### src/rtl/cascaded_compare_accumulator_pkg.sv
// Shared definitions for the cascaded compare accumulator: FSM state encoding
// and the default slice count.
package cascaded_compare_accumulator_pkg;

    typedef enum logic [1:0] {
        ST_IDLE  = 2'd0,
        ST_ACCUM = 2'd1,
        ST_DONE  = 2'd2
    } state_t;

    localparam int DEFAULT_NUM_SLICES = 4;

endpackage

### src/rtl/cascaded_compare_accumulator.sv
// Folds serial 2-bit comparator results (MSB slice first) into one
// greater/equal/less verdict for a wide word, with done and err pulses.
module cascaded_compare_accumulator
    import cascaded_compare_accumulator_pkg::*;
#(
    parameter int NUM_SLICES = DEFAULT_NUM_SLICES,
    parameter int CW         = 4
) (
    input  logic clk,
    input  logic rst,
    input  logic start,
    input  logic slice_valid,
    input  logic slice_gt,
    input  logic slice_eq,
    input  logic slice_last,
    output logic busy,
    output logic done,
    output logic A_gt,
    output logic A_eq,
    output logic A_lt,
    output logic err
);

    state_t        state;
    logic [CW-1:0] count;
    logic          decided;
    logic          run_gt;
    logic          run_eq;

    logic          fold_gt;
    logic          fold_eq;
    logic          fold_dec;
    logic          last_slot;

    // Running decision with the current slice folded in; only the first
    // non-equal slice can change it.
    always_comb begin
        // NOTE: every always_comb output gets a default first so no path leaves it unassigned (no latch).
        fold_gt  = run_gt;
        fold_eq  = run_eq;
        fold_dec = decided;
        if (!decided) begin
            if (slice_gt) begin
                fold_gt  = 1'b1;
                fold_eq  = 1'b0;
                fold_dec = 1'b1;
            end else if (!slice_eq) begin
                fold_gt  = 1'b0;
                fold_eq  = 1'b0;
                fold_dec = 1'b1;
            end
        end
    end

    assign last_slot = (count == CW'(NUM_SLICES - 1));

    always_ff @(posedge clk) begin
        // NOTE: sequential state uses non-blocking assignments so every register samples pre-edge values.
        if (rst) begin
            state   <= ST_IDLE;
            count   <= '0;
            decided <= 1'b0;
            run_gt  <= 1'b0;
            run_eq  <= 1'b1;
            busy    <= 1'b0;
            done    <= 1'b0;
            err     <= 1'b0;
            A_gt    <= 1'b0;
            A_eq    <= 1'b0;
            A_lt    <= 1'b0;
        end else begin
            done <= 1'b0;
            err  <= 1'b0;
            // start wins in every state, including over a slice in the same cycle.
            if (start) begin
                state   <= ST_ACCUM;
                busy    <= 1'b1;
                count   <= '0;
                decided <= 1'b0;
                run_gt  <= 1'b0;
                run_eq  <= 1'b1;
                A_gt    <= 1'b0;
                A_eq    <= 1'b0;
                A_lt    <= 1'b0;
            end else begin
                case (state)
                    ST_IDLE: begin
                        busy <= 1'b0;
                    end
                    ST_ACCUM: begin
                        if (slice_valid) begin
                            if (slice_gt && slice_eq) begin
                                err   <= 1'b1;
                                state <= ST_IDLE;
                                busy  <= 1'b0;
                            end else begin
                                run_gt  <= fold_gt;
                                run_eq  <= fold_eq;
                                decided <= fold_dec;
                                count   <= count + CW'(1);
                                if (slice_last && last_slot) begin
                                    state <= ST_DONE;
                                    busy  <= 1'b0;
                                    done  <= 1'b1;
                                    A_gt  <= fold_gt;
                                    A_eq  <= fold_eq;
                                    A_lt  <= ~(fold_gt | fold_eq);
                                end else if (slice_last || last_slot) begin
                                    // Early or missing last marker.
                                    err   <= 1'b1;
                                    state <= ST_IDLE;
                                    busy  <= 1'b0;
                                end
                            end
                        end
                    end
                    ST_DONE: begin
                        state <= ST_IDLE;
                        busy  <= 1'b0;
                    end
                    default: begin
                        state <= ST_IDLE;
                        busy  <= 1'b0;
                    end
                endcase
            end
        end
    end

endmodule
### config.mk
export PLATFORM = sky130hd
export DESIGN_NAME = cascaded_compare_accumulator
export DESIGN_NICKNAME = d
export VERILOG_FILES = /design/src/rtl/cascaded_compare_accumulator_pkg.sv /design/src/rtl/cascaded_compare_accumulator.sv
export SDC_FILE = /design/constraint.sdc
export NUM_CORES = 1
export LEC_CHECK = 0
export CORE_ASPECT_RATIO = 0.9
export CORE_MARGIN = 3
export CORE_UTILIZATION = 44
export DETAILED_ROUTE_END_ITERATION = 7
export GPL_ROUTABILITY_DRIVEN = 0
export PLACE_DENSITY_LB_ADDON = 0.3
export SETUP_SLACK_MARGIN = 0.3
export SYNTH_ARGS = -nofsm -noshare
export SYNTH_HDL_FRONTEND = slang
export SYNTH_SLANG_ARGS = --single-unit
### constraint.sdc
create_clock -name clk -period 1.95 [get_ports clk]
set_clock_uncertainty 0.15 [all_clocks]
set_input_delay 0.2925 -clock clk [delete_from_list [all_inputs] [get_ports clk]]
set_output_delay 0.2925 -clock clk [all_outputs]
set_load 0.02 [all_outputs]
Fig. 1: the clock network
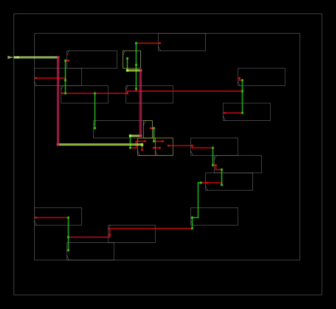
Flops: 15
clock buffers: 4

Fig. 2: met1 routing
Supply wires on this layer in gray.
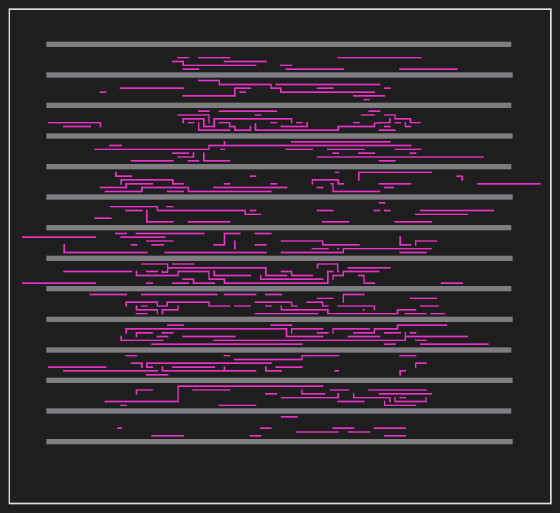
main direction: horizontal
nets with wire on the layer: 103
longest straight run: 17.9 microns
wire length on this layer: 791 microns

Fig. 3: sequential cells grouped by signal name
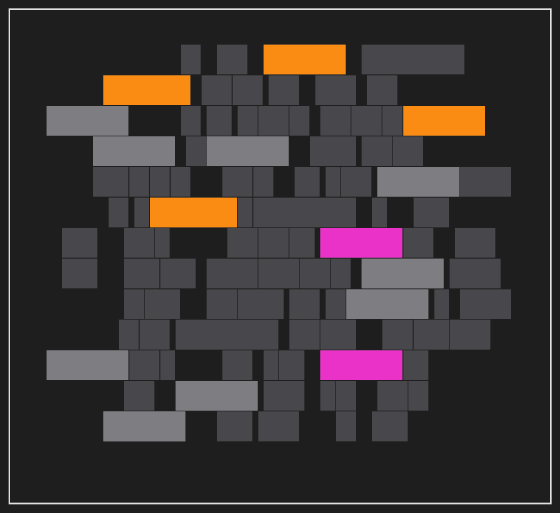
| name in the netlist | color | flops |
|---|---|---|
| count | orange | 4 |
| state | magenta | 2 |
not colored: 9

==> impl_metrics.yaml <==
# yosys + openroad results
finish:
  comb_cells: 53
  area_delta_synth_final_pct: 39.3
  drive_gt1_frac: 0.253
  comb_area_sq_um: 410
  buffer_area_frac: 0.195
  utilization: 0.667
  sh_seq_area: 0.310
  largest_reg_flops: 4
  area_share_clock_buf_inv: 0.0269
route:
  route.met2.wl_microns: 784
  routedWlPerCell_microns: 14.6
  firstDrtPassIters: 4
die:
  core_sq_um: 1460
grt:
  grt_first_pass_wirelength_microns: 2770
  antenna_found_initial: 0
  top_usage_layer: "met1"
  grt_max_degree: 12
logic_synthesis:
  ys_warn_count: 0
  aoi_share: 0.277
  top_cell: "dfxtp_1"
timing:
  maxSlewHeadroom: 0.723
  final.setup.worst_slack_ns: -0.0993
  hold_slack_ns: 0.343
  finalSetupViolations: 2
power_and_ir_drop:
  p_leak_nw: 0.412
  comb_power_share: 0.121
  powerDensity_nw_per_um2: 571
setup_path:
  cp-end-kind: "flop"
  crit_family: "AND-OR/OR-AND gates"
run_status:
  status: "complete, but fails checks"
  violations: "setup timing"
clock_tree:
  postCtsSetupBuffers: 1
  cts_tree: "done"
  cts-root-buf: "clkbuf_4"
hold_path:
  worstHoldStart: "count[3]"
  hold_path_class: "reg2reg"
